===== src/rtl/fab_clk_pkg.sv =====
// Shared types and constants for the fabric clock-lock reset sequencer.
// Holds the FSM state encoding and the saturating lock-loss counter helper.
package fab_clk_pkg;

    localparam int LOSS_CNT_W = 8;
    localparam int STATE_W    = 3;

    typedef enum logic [STATE_W-1:0] {
        ST_WAIT_LOCK = 3'd0,
        ST_QUALIFY   = 3'd1,
        ST_RELEASE   = 3'd2,
        ST_RUN       = 3'd3,
        ST_HOLD      = 3'd4
    } seq_state_e;

    function automatic logic [LOSS_CNT_W-1:0] sat_inc(input logic [LOSS_CNT_W-1:0] value);
        return (value == '1) ? value : value + LOSS_CNT_W'(1);
    endfunction

endpackage


===== src/rtl/fab_sync2.sv =====
// Two-flop synchroniser for asynchronous CCC status bits into the fabric clock.
// Both flops clear on reset, so the synchronised output starts low.
module fab_sync2 #(
    parameter int W = 1
) (
    input  logic         clk,
    input  logic         rst_n,
    input  logic [W-1:0] d,
    output logic [W-1:0] q
);

    logic [W-1:0] meta;

    always_ff @(posedge clk or negedge rst_n) begin
        if (!rst_n) begin
            meta <= '0;
            q    <= '0;
        end else begin
            meta <= d;
            q    <= meta;
        end
    end

endmodule


===== src/rtl/fab_clk_lock_sequencer.sv =====
// Qualifies CCC lock, releases staged fabric resets, and re-sequences after
// lock loss or a software request with a minimum all-reset hold time.
//
//  state      | meaning
//  WAIT_LOCK  | resets held, waiting for synchronised lock
//  QUALIFY    | counting consecutive lock-high cycles
//  RELEASE    | releasing reset bits one per STAGE_GAP cycles
//  RUN        | all resets released, READY high
//  HOLD       | all resets asserted for at least HOLD_CYCLES after a fault
module fab_clk_lock_sequencer
    import fab_clk_pkg::*;
#(
    parameter int N_STAGES           = 3,
    parameter int LOCK_STABLE_CYCLES = 16,
    parameter int STAGE_GAP          = 4,
    parameter int HOLD_CYCLES        = 8,
    parameter bit LOCK_BYPASS        = 1'b0
) (
    input  logic                  fab_clk,
    input  logic                  m2f_reset_n,
    input  logic                  lock_in,
    input  logic                  sw_rst_req,
    output logic [N_STAGES-1:0]   rst_n_out,
    output logic                  ready,
    output logic [LOSS_CNT_W-1:0] loss_cnt,
    output logic [STATE_W-1:0]    state
);

    localparam int QUAL_W  = $clog2(LOCK_STABLE_CYCLES) + 1;
    localparam int GAP_W   = $clog2(STAGE_GAP) + 1;
    localparam int IDX_W   = $clog2(N_STAGES) + 1;
    localparam int HOLD_W  = $clog2(HOLD_CYCLES) + 1;

    localparam logic [QUAL_W-1:0]   QUAL_LAST  = QUAL_W'(LOCK_STABLE_CYCLES - 1);
    localparam logic [GAP_W-1:0]    GAP_LAST   = GAP_W'(STAGE_GAP - 1);
    localparam logic [IDX_W-1:0]    IDX_LAST   = IDX_W'(N_STAGES - 1);
    localparam logic [HOLD_W-1:0]   HOLD_LAST  = HOLD_W'(HOLD_CYCLES - 1);
    localparam logic [N_STAGES-1:0] STAGE_ONE  = N_STAGES'(1);

    seq_state_e          state_q;
    seq_state_e          state_d;
    logic                lock_src;
    logic                lock_s;
    logic                fault_run;

    logic [QUAL_W-1:0]   qual_cnt;
    logic [QUAL_W-1:0]   qual_d;
    logic [GAP_W-1:0]    stage_cnt;
    logic [GAP_W-1:0]    stage_cnt_d;
    logic [IDX_W-1:0]    stage_idx;
    logic [IDX_W-1:0]    stage_idx_d;
    logic [HOLD_W-1:0]   hold_cnt;
    logic [HOLD_W-1:0]   hold_d;
    logic [N_STAGES-1:0] rst_d;
    logic                ready_d;
    logic                loss_inc;

    // Bypass drives the synchroniser input so lock latency matches a real lock.
    assign lock_src = LOCK_BYPASS ? 1'b1 : lock_in;

    fab_sync2 #(.W(1)) u_lock_sync (
        .clk   (fab_clk),
        .rst_n (m2f_reset_n),
        .d     (lock_src),
        .q     (lock_s)
    );

    assign fault_run = !lock_s || sw_rst_req;
    assign state     = state_q;

    always_ff @(posedge fab_clk or negedge m2f_reset_n) begin
        if (!m2f_reset_n) state_q <= ST_WAIT_LOCK;
        else              state_q <= state_d;
    end

    always_comb begin
        state_d = state_q;
        case (state_q)
            ST_WAIT_LOCK: begin
                if (sw_rst_req)  state_d = ST_HOLD;
                else if (lock_s) state_d = ST_QUALIFY;
            end
            ST_QUALIFY: begin
                if (sw_rst_req)             state_d = ST_HOLD;
                else if (!lock_s)           state_d = ST_WAIT_LOCK;
                else if (qual_cnt == QUAL_LAST)
                    state_d = (N_STAGES == 1) ? ST_RUN : ST_RELEASE;
            end
            ST_RELEASE: begin
                if (fault_run) state_d = ST_HOLD;
                else if (stage_cnt == GAP_LAST && stage_idx == IDX_LAST) state_d = ST_RUN;
            end
            ST_RUN: begin
                if (fault_run) state_d = ST_HOLD;
            end
            ST_HOLD: begin
                if (hold_cnt == HOLD_LAST && !sw_rst_req) state_d = ST_WAIT_LOCK;
            end
            default: state_d = ST_WAIT_LOCK;
        endcase
    end

    always_comb begin
        rst_d       = rst_n_out;
        ready_d     = ready;
        loss_inc    = 1'b0;
        qual_d      = qual_cnt;
        stage_cnt_d = stage_cnt;
        stage_idx_d = stage_idx;
        hold_d      = hold_cnt;
        case (state_q)
            ST_WAIT_LOCK: qual_d = '0;
            ST_QUALIFY: begin
                if (state_d == ST_QUALIFY) begin
                    qual_d = qual_cnt + 1'b1;
                end else if (state_d == ST_RELEASE || state_d == ST_RUN) begin
                    rst_d[0]    = 1'b1;
                    stage_cnt_d = '0;
                    stage_idx_d = IDX_W'(1);
                    ready_d     = (state_d == ST_RUN);
                end
            end
            ST_RELEASE: begin
                if (state_d == ST_RELEASE || state_d == ST_RUN) begin
                    if (stage_cnt == GAP_LAST) begin
                        rst_d       = rst_n_out | (STAGE_ONE << stage_idx);
                        stage_cnt_d = '0;
                        stage_idx_d = stage_idx + 1'b1;
                        ready_d     = (state_d == ST_RUN);
                    end else begin
                        stage_cnt_d = stage_cnt + 1'b1;
                    end
                end
            end
            ST_HOLD: begin
                if (hold_cnt != HOLD_LAST) hold_d = hold_cnt + 1'b1;
            end
            ST_RUN: ;
            default: begin
                rst_d   = '0;
                ready_d = 1'b0;
            end
        endcase
        // Fault entry overrides everything; only a lost lock counts as a loss event.
        if (state_d == ST_HOLD && state_q != ST_HOLD) begin
            rst_d    = '0;
            ready_d  = 1'b0;
            hold_d   = '0;
            loss_inc = !lock_s && (state_q == ST_RELEASE || state_q == ST_RUN);
        end
    end

    always_ff @(posedge fab_clk or negedge m2f_reset_n) begin
        if (!m2f_reset_n) begin
            qual_cnt  <= '0;
            stage_cnt <= '0;
            stage_idx <= '0;
            hold_cnt  <= '0;
        end else begin
            qual_cnt  <= qual_d;
            stage_cnt <= stage_cnt_d;
            stage_idx <= stage_idx_d;
            hold_cnt  <= hold_d;
        end
    end

    always_ff @(posedge fab_clk or negedge m2f_reset_n) begin
        if (!m2f_reset_n) begin
            rst_n_out <= '0;
            ready     <= 1'b0;
            loss_cnt  <= '0;
        end else begin
            rst_n_out <= rst_d;
            ready     <= ready_d;
            if (loss_inc) loss_cnt <= sat_inc(loss_cnt);
        end
    end

endmodule

===== config.mk =====
export PLATFORM = sky130hd
export DESIGN_NAME = fab_clk_lock_sequencer
export DESIGN_NICKNAME = d
export VERILOG_FILES = /design/src/rtl/fab_clk_pkg.sv /design/src/rtl/fab_sync2.sv /design/src/rtl/fab_clk_lock_sequencer.sv
export SDC_FILE = /design/constraint.sdc
export NUM_CORES = 1
export LEC_CHECK = 0
export CORE_ASPECT_RATIO = 1.2
export CORE_MARGIN = 2
export CORE_UTILIZATION = 30
export CTS_BUF_LIST = sky130_fd_sc_hd__clkbuf_4
export CTS_CLUSTER_DIAMETER = 80
export DETAILED_ROUTE_END_ITERATION = 7
export SLEW_MARGIN = 20
export SYNTH_ARGS = -nofsm -noshare
export SYNTH_HDL_FRONTEND = slang
export SYNTH_SLANG_ARGS = --single-unit

===== constraint.sdc =====
create_clock -name fab_clk -period 2.8 [get_ports fab_clk]
set_clock_uncertainty 0.1 [all_clocks]
set_input_delay 0.56 -clock fab_clk [delete_from_list [all_inputs] [get_ports fab_clk]]
set_output_delay 0.56 -clock fab_clk [all_outputs]
set_load 0.02 [all_outputs]

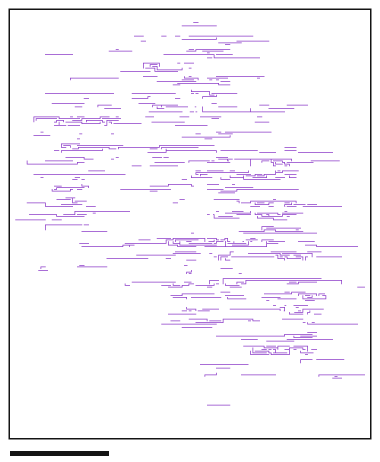
Figure 1: run 1, met1 routing.
Bar = 20 um.
main direction: horizontal
nets with wire on the layer: 171
wire length on this layer: 1570 um
share of all routed wire: 48%
longest straight run: 19.8 um
met1 Usage GRT: 15.5%
vias: 1216
final wirelength: 3270 um

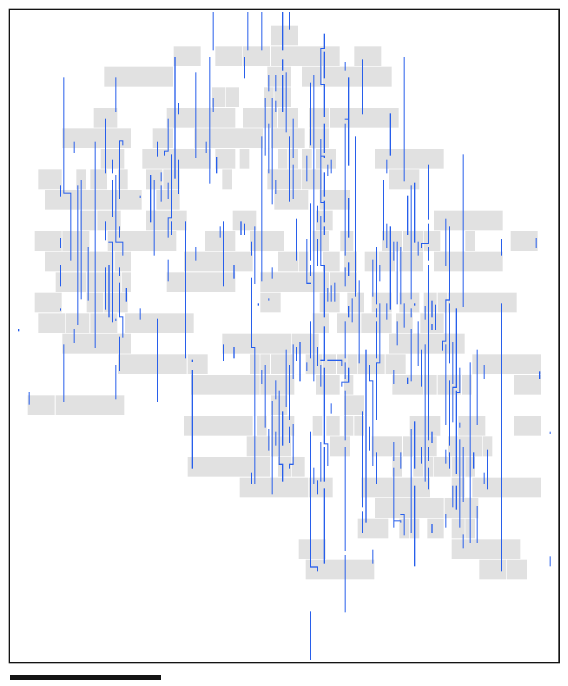
Figure 2: run 1, met2 routing.
Bar = 20 um.
wire length on this layer: 1490 um
share of all routed wire: 46%
longest straight run: 40.5 um
grt met2 use: 18.8%

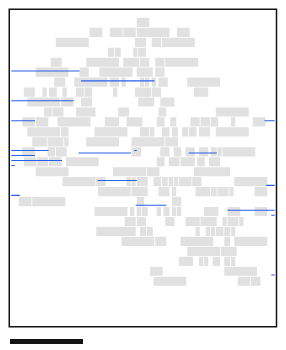
Figure 3: run 1, the metal 3 layer.
Bar = 20 um.
share of all routed wire: 4.7%
wire length on this layer: 152 um

==> GITHUB_STEP_SUMMARY, run 1 <==
### Yosys + OpenROAD results

| Metric | Value |
|---|---|
| Clk buf depth | `2` |
| Status | `finished, final reports clean` |
| Total Power | `1.24 mW` |
| Worst path cell trace | `clkdlybuf4s50_1` |
| Number of global-route vias before repair | `between 1k and 1.5k` |
| Max-cap violations | `0` |
| Logic area | `830 sq um` |
| RSZ-0062 raised after global routing | `false` |
| CP bufs+invs | `1` |
| Slowest-stage cell, CP | `dfrtp_1` |
| Init Core Util | `between 30% and 40%` |
| HP Class | `flop to flop` |
| Initial antenna violation count | `0` |
| CTS H-tree lvls | `2` |
| Top_reg_cell synth | `dfrtp_1` |
| Type of origin of the critical path | `flop` |
| IO buf count | `18` |
| Clock buffer count from CTS | `5` |
| DR pass1 iterations | `4` |
| Post-CTS resize count | `0` |
| Syn Inst Count | `157` |
| Initial drt markers | `79` |
| Area grow syn2layout | `18.4%` |
| Vias/cell | `5.00` |
| Post-Synth AOI/OAI Area | `14.5%` |
| Slew Limit Headroom | `57.2%` |
| PwrDens | `roughly 620 nW/um^2` |
| Ys Warns | `0` |
| Finished Cell Area | `~2000 sq um` |
| ANT cells | `0` |
| Leak | `0.871 nW` |
| CP Data Required Time | `2.14 ns` |
| Area fraction in and, or, nand and nor cells | `18.1%` |
| Crit Path Max Fanout | `17` |
| Core area | `5560 sq um` |
| Grt total ovfl | `0` |
| Clk root buf | `clkbuf_4` |
| Postcts setup bufs | `0` |
| Largest net degree at the start of global routing | `33` |
| Post-Synth XOR/XNOR Area | `5.17%` |
| Least-Margin Pin Slew | `0.636 ns` |
| Placed Cells | `235` |
| Finished Layout Cells | `243` |
| Highest clock rate | `between 0.4 and 0.5 GHz` |
| Nets | `191` |
| Chip area | `6270 sq um` |
| GR Util All Layers | `12.1%` |
| First-pass GRT wire length | `approximately 6000 um` |
| Worst vdd ir | `0.222 mV` |
| YS chip area | `1700 sq um` |
| Synth top cell by count | `dfrtp_1` |
| Top cells, area | `dfrtp_1, ha_1, mux2_2, xnor2_1, nor2_1` |
| Synth Cell Area | `~1700 sq um` |
[run 1: through the flow]
step                hold slack [ns]  util [%]
global route                  0.279      36.1
detailed placement            0.241      34.8
CTS                           0.262      36.1
global placement              0.234      34.8
floorplan                     0.164         -
finish                        0.261      36.1
[run 1: cell families (layout without fill, tap and decap cells)]
logic type | Yosys count | count (layout)
and+or+nand+nor | 54 | 54
xor gates and xnor gates | 10 | 10
muxes | 7 | 7
DFF | 32 | 32
buffers and inverters | 14 | 36
AOI/OAI and AO/OA | 31 | 31
adders and majority gates | 9 | 9
[run 1: sequential cells by signal, indices dropped and copies added (netlist names)]
| name | count |
|---|---|
| hold_cnt | 4 |
| rst_n_out | 3 |
| ready | 1 |
| stage_cnt | 3 |
| u_lock_sync.q | 1 |
| state | 3 |
| stage_idx | 3 |
| qual_cnt | 5 |
| loss_cnt | 8 |
| u_lock_sync.meta | 1 |
[run 1: layout make-up]
class                   instances  share of cell area [%]
clock buffers                   5                    1.87
clock inverters                 3                    1.87
inverters                       9                    1.68
multi-input cells             111                    41.3
flip-flops and latches         32                    39.9
well taps                      64                    3.99
repair buffers                 19                    9.35
[run 1: placed cells by master (no fill, tap or decap), types with 2 or more instances in the layout]
| master | instances |
|---|---|
| o211ai_1 | 2 |
| nor3b_1 | 5 |
| nor3_1 | 3 |
| inv_1 | 9 |
| dfrtp_1 | 32 |
| nand2b_1 | 3 |
| nand4_1 | 4 |
| ha_1 | 9 |
| o22ai_1 | 2 |
| nand2_1 | 9 |
| a22o_1 | 2 |
| clkdlybuf4s50_1 | 18 |
| o21a_1 | 3 |
| a21oi_1 | 4 |
| a211oi_1 | 2 |
| xor2_1 | 3 |
| nor2b_1 | 4 |
| xnor2_1 | 7 |
| clkbuf_4 | 5 |
| and3_1 | 5 |
| clkinv_1 | 2 |
| o21ai_0 | 6 |
| mux2_2 | 6 |
| nor2_1 | 12 |
| nand3_1 | 2 |
[run 1: metal layers]
| metal | share of wire, % | vias up | global-route usage, % |
|---|---|---|---|
| li1 | - | 606 | - |
| met1 | 48 | 583 | 15.5 |
| met2 | 46 | 21 | 18.8 |
| met3 | 4.7 | 6 | 4.19 |
| met4 | 1.7 | 0 | 4.55 |
| met5 | 0 | - | 0 |
[run 1: where the power goes]
part           switching [mW]  total (mW)  leakage (nW)  internal (mW)
logic                   0.160       0.302         0.403          0.142
registers              0.0704       0.591         0.428          0.520
clock network           0.162       0.344        0.0403          0.182
[run 1: final timing paths]
check                            startpoint             to  cells after the start
setup / recovery                   state[0]       state[0]                      1
hold / removal             u_lock_sync.meta  u_lock_sync.q                      0
setup reg to reg                qual_cnt[0]    qual_cnt[0]                      6
hold reg to reg            u_lock_sync.meta  u_lock_sync.q                      0
max in group asynchronous       m2f_reset_n    loss_cnt[0]                      2
min in group asynchronous       m2f_reset_n    qual_cnt[1]                      2
## Run 2: what changed since run 1
SETUP_SLACK_MARGIN = 0.2   (was unset)
==> run 2 against run 1 <==
First-iteration DRC count unchanged; area after synthesis unchanged; synthesized cell count unchanged.
==> GITHUB_STEP_SUMMARY, run 2 <==
### Yosys + OpenROAD results

| Metric | Value |
|---|---|
| DR pass1 iterations | `4 (unchanged)` |
| Max-cap violations | `0 (unchanged)` |
| Initial drt markers | `79 (unchanged)` |
| Logic area | `830 sq um (unchanged)` |
| Largest registers | `loss_cnt: 8 flops, qual_cnt: 5 flops, hold_cnt: 4 flops` |
| Synth top cell by count | `dfrtp_1` |
| WHS | `0.261 ns (unchanged)` |
| First-pass GRT wire length | `5990 um (unchanged)` |
| Max reg flops | `8 (unchanged)` |
| Least-Margin Pin Slew | `0.636 ns (unchanged)` |
| Status | `finished, final reports clean` |
| Highest clock rate | `0.405 GHz (unchanged)` |
| IO buf count | `18 (unchanged)` |
| Area grow syn2layout | `18.4% (unchanged)` |
| Worst path cell trace | `clkdlybuf4s50_1` |
| Largest net degree at the start of global routing | `33 (unchanged)` |
| Number of global-route vias before repair | `1224 (unchanged)` |
| Grt total ovfl | `0 (unchanged)` |
| Clk buf depth | `2 (unchanged)` |
| Initial antenna violation count | `0 (unchanged)` |
| Comb pwr share | `24.4% (about the same)` |
| CTS H-tree lvls | `2 (unchanged)` |
| Seq pwr share | `47.8% (about the same)` |
| Reg with most FFs | `loss_cnt` |
| P_sw | `0.392 mW (unchanged)` |
| CP Data Required Time | `2.14 ns (about the same)` |
| Power Internal | `0.845 mW (unchanged)` |
| Vias/cell | `5.00 (unchanged)` |
| Type of origin of the critical path | `flop` |
| HP Class | `flop to flop` |
| Chip area | `6270 sq um (unchanged)` |
| Core area | `5560 sq um (unchanged)` |
| RSZ-0062 raised after global routing | `false` |
| ANT cells | `0 (unchanged)` |
| Top Layout Cells | `dfrtp_1, clkdlybuf4s50_1, nor2_1` |
| Clock buffer count from CTS | `5 (unchanged)` |
| Final wirelength | `3270 um (unchanged)` |
| Postcts setup bufs | `0 (unchanged)` |
| Nets | `191 (unchanged)` |
| Top cells, area | `dfrtp_1, ha_1, mux2_2, xnor2_1, nor2_1` |
| CP bufs+invs | `1 (unchanged)` |
| Ys Warns | `0 (unchanged)` |
| YS chip area | `1700 sq um (unchanged)` |
| GR Util All Layers | `12.1% (unchanged)` |
| M3 GR Usage | `4.19% (unchanged)` |
| Synth Cell Area | `1700 sq um (unchanged)` |
| Slowest-stage cell, CP | `dfrtp_1` |
| Top_reg_cell synth | `dfrtp_1` |
| Syn Inst Count | `157 (unchanged)` |
-- run 2: cell counts after synthesis --
No cell type changed its count.
-- run 2: kinds of logic after synthesis --
group | count (synthesis) | share of synthesized area (%)
mux | 7 | 4.58
fa+ha+maj | 9 | 6.64
flops | 32 | 47.2
compound gates | 31 | 14.5
xor+xnor | 10 | 5.17
buf+inv | 14 | 3.84
simple gates | 54 | 18.1
-- run 2: area by class of cell --
type / instances / share of cell area (%)
tap: 64 / 3.99
multi-input combinational: 111 / 41.3
sequential: 32 / 39.9
timing repair buffer: 19 / 9.35
inverter: 9 / 1.68
clock buffer: 5 / 1.87
clock inverter: 3 / 1.87
-- run 2: final timing paths --
kind                            depth (start not counted)            end              from
worst min register to register                          0  u_lock_sync.q  u_lock_sync.meta
worst max register to register                          6    qual_cnt[0]       qual_cnt[0]
worst min-delay path                                    0  u_lock_sync.q  u_lock_sync.meta
min in group asynchronous                               2    qual_cnt[1]       m2f_reset_n
max in group asynchronous                               2    loss_cnt[0]       m2f_reset_n
worst max-delay path                                    1       state[0]          state[0]
-- run 2: metal layers --
metal | up-vias | part of all wire (%)
met5 | - | 0
met4 | 0 | 1.7
met3 | 6 | 4.7
met2 | 21 | 46
met1 | 583 | 48
li1 | 606 | -
-- run 2: power by group through the flow --
| stage | logic [mW] | clock network [mW] | registers, mW |
|---|---|---|---|
| 5_1_grt | 0.340 | 0.388 | 0.602 |
| 3_5_place_dp | 0.303 | 0 | 0.601 |
| 6_report | 0.302 | 0.344 | 0.591 |
| 4_1_cts | 0.307 | 0.363 | 0.591 |
| 2_1_floorplan | 0.226 | 0 | 0.585 |
| 3_3_place_gp | 0.297 | 0 | 0.598 |
-- run 2: metrics by stage --
stage | cells | power [mW] | cell area [sq um]
4_1_cts | 243 | 1.26 | 2010
3_5_place_dp | 235 | 0.904 | 1930
2_1_floorplan | 157 | 0.811 | 1700
5_1_grt | 243 | 1.33 | 2010
3_3_place_gp | 235 | 0.895 | 1930
6_report | 243 | 1.24 | 2010
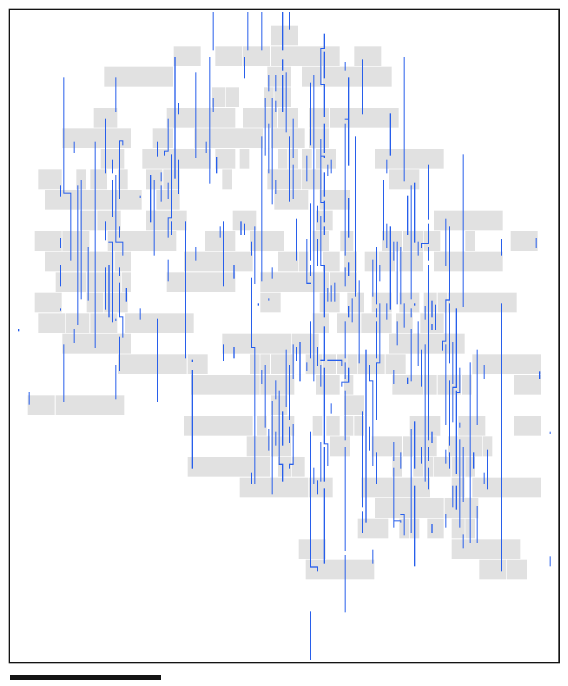
Figure 4: run 2, met2 routing.
Bar = 20 um.
main direction: vertical
nets with wire on the layer: 159
share of all routed wire: 46%

## Run 3: what changed since run 2
CORE_MARGIN = unset   (was 2)
==> run 3 against run 2 <==
The run now ends with design-rule violations left; clock power down 22%; sequential share of layout area up 0.43 points; via count up 1.4%; largest power group unchanged; die area down 5.0%; cell area down 1.1%; critical path type unchanged.
==> GITHUB_STEP_SUMMARY, run 3 <==
### Yosys + OpenROAD results

| Metric | Value |
|---|---|
| Final period utilization | `86.0%` |
| HP Class | `flop to flop` |
| Clk buf depth | `2 (unchanged)` |
| Initial antenna violation count | `0 (unchanged)` |
| First-pass GRT wire length | `5650 um (-5.6%)` |
| Final hold viol count | `0` |
| Type of origin of the critical path | `flop` |
| Fill cell count | `538` |
| Top_reg_cell synth | `dfrtp_1` |
| Postcts setup bufs | `0 (unchanged)` |
| Post-CTS resize count | `0` |
| Crit path DAT | `1.75 ns` |
| Clk_lat worst skew | `0.33 ns` |
| CTS clk-pin slew, worst paths | `0.09 ns` |
| Setup TNS | `0 ns` |
| Floorplan net count | `about 170` |
| Status | `finished with violations` |
| Synth Cell Area | `1700 sq um (unchanged)` |
| Post-Synth AOI/OAI Area | `14.5% (unchanged)` |
| Area grow syn2layout | `17.1%` |
| Async S/R FF share, synth | `100%` |
| Max-cap violations | `0 (unchanged)` |
| I/O Pins | `19` |
| Initial drt markers | `98 (+24%)` |
| Vias | `1233` |
| PwrDens | `584 nW/um^2` |
| CP Class | `flop to primary output` |
| Ys Warns | `0 (unchanged)` |
| Nets | `191 (unchanged)` |
| Chip area | `5960 sq um (-5.0%)` |
| Number of global-route vias before repair | `1213 (-0.90%)` |
| Placed Cells | `233 (-0.85%)` |
| Syn Inst Count | `157 (unchanged)` |
| Init Core Util | `31.6%` |
| Share of post-route cells with drive strength above 1 | `11.7%` |
| DRC | `4` |
| CP bufs+invs | `1 (unchanged)` |
| Worst path cell trace | `clkdlybuf4s50_1` |
| CTS Sinks | `32` |
| Synth top cell by count | `dfrtp_1` |
| GPL Wtd Cong | `0.748` |
| Finished Layout Cells | `241 (-0.82%)` |
| Tool warnings | `29` |
| Largest registers | `loss_cnt: 8 flops, qual_cnt: 5 flops, hold_cnt: 4 flops` |
| Commonest Layout Cell | `dfrtp_1` |
| CTS H-tree lvls | `2 (unchanged)` |
| ANT cells | `0 (unchanged)` |
| Highest clock rate | `0.415 GHz (+2.6%)` |
| Fin crit period | `approximately 2.4 ns` |
| Core area | `5370 sq um (-3.3%)` |
| Largest net degree at the start of global routing | `33 (unchanged)` |
| WL per Instance | `13.3 um` |
| Post-synth top cells | `dfrtp_1, nor2_1, ha_1, inv_1, nand2_1` |
| CP Data Required Time | `2.14 ns (about the same)` |
| Crit Path Max Fanout | `17` |
| Top Layout Cells | `dfrtp_1, clkdlybuf4s50_1, nor2_1` |
| Top cells, area | `dfrtp_1, ha_1, mux2_2, xnor2_1, nor2_1` |
| Leak | `0.864 nW` |
| DR pass1 iterations | `6 (+2)` |
| Reg with most FFs | `loss_cnt` |
| Max reg flops | `8 (unchanged)` |
| Post-Synth XOR/XNOR Area | `5.17% (unchanged)` |
| Mux area share | `4.58% (unchanged)` |
| Slowest-stage cell, CP | `dfrtp_1` |
| Setup crit end kind | `primary output` |
| Distinct lib cells | `43` |
| Area fraction in and, or, nand and nor cells | `18.1% (unchanged)` |
| RSZ-0062 raised after global routing | `false` |
| Ys flops | `32` |
| Logic family by area | `simple AND/OR/NAND/NOR gates` |
| Adder share | `6.64% (unchanged)` |
| Dominant cell area share | `about 47%` |
| Crit-path max cell delay | `0.72 ns` |
| Grt total ovfl | `0 (unchanged)` |
| Worst vdd ir | `0.262 mV` |
| Yosys cell count | `157` |
| Synth area leader | `dfrtp_1` |
| IO buf count | `18 (unchanged)` |
| YS chip area | `1700 sq um (unchanged)` |
| Least-Margin Pin Slew | `0.604 ns (-0.0313 ns)` |
| Register area share after synthesis | `47.2%` |
| Endpoints failing setup | `0` |
| GR Util All Layers | `12.1% (-0.077 points)` |
| Violated checks | `design-rule violations` |
| Clock buffer count from CTS | `5 (unchanged)` |
| Logic area | `830 sq um (unchanged)` |
| Vias/cell | `5.12 (+2.2%)` |
[run 3: worst paths after layout]
| check | start | to | slack [ns] | cells past startpoint |
|---|---|---|---|---|
| min in group asynchronous | m2f_reset_n | qual_cnt[1] | 0.51 | 2 |
| min reg2reg | u_lock_sync.meta | u_lock_sync.q | 0.26 | 0 |
| max reg2reg | qual_cnt[0] | qual_cnt[0] | 0.48 | 6 |
| max | state[0] | state[0] | 0.39 | 1 |
| min | u_lock_sync.meta | u_lock_sync.q | 0.26 | 0 |
| max in group asynchronous | m2f_reset_n | stage_idx[1] | 1.76 | 2 |
[run 3: cell families after synthesis]
| group | Yosys count |
|---|---|
| buffers and inverters | 14 |
| muxes | 7 |
| adders and majority gates | 9 |
| DFF | 32 |
| AOI/OAI and AO/OA | 31 |
| and+or+nand+nor | 54 |
| xor gates and xnor gates | 10 |
[run 3: per-stage QoR]
stage	util, %	setup WS (ns)	power, mW	instance area (sq um)	hold slack, ns
2_1_floorplan	-	0.627	0.811	1700	0.164
3_3_place_gp	35.9	0.347	0.898	1930	0.234
3_5_place_dp	35.9	0.327	0.903	1930	0.237
4_1_cts	37.0	0.371	1.18	1990	0.261
5_1_grt	37.0	0.298	1.23	1990	0.264
6_report	37.0	0.392	1.16	1990	0.258
[run 3: worst reg2reg max path, delay by kind of cell, from the launching register on]
kind	cells	cell delay, ns
AND/OR/NAND/NOR	2	0.59
adder cells (fa/ha/maj)	2	0.45
flip-flops	1	0.42
multiplexers	1	0.37
AND-OR/OR-AND	1	0.28
[run 3: area by class of cell]
cell class	count	share of cell area, %
Clock inverter	1	0.189
Sequential cell	32	40.3
Timing Repair Buffer	19	9.45
Multi-Input combinational cell	111	41.8
Inverter	9	1.70
Tap cell	62	3.91
Clock buffer	7	2.65
[run 3: report_power, final]
part	internal [mW]	total, mW	leakage (nW)	switching, mW
Sequential	0.520	0.594	0.428	0.0736
Clock	0.116	0.268	0.0338	0.152
Combinational	0.141	0.297	0.403	0.156
[run 3: per-layer routing]
layer  part of all wire, %  wire length (um)  track usage, %
met1                    48              1550            15.2
met2                    46              1490            19.6
met3                   4.5               146            3.96
met4                   1.1                36            3.82
met5                     0                 0               0
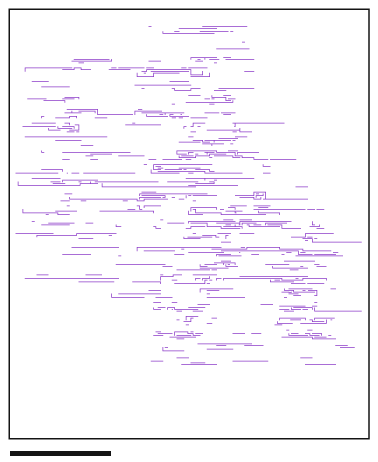
Figure 5: run 3, met1 routing.
Bar = 20 um.
met1 Usage GRT: 15.2%
final wirelength: 3220 um

Power is estimated from default activity; no workload was simulated.
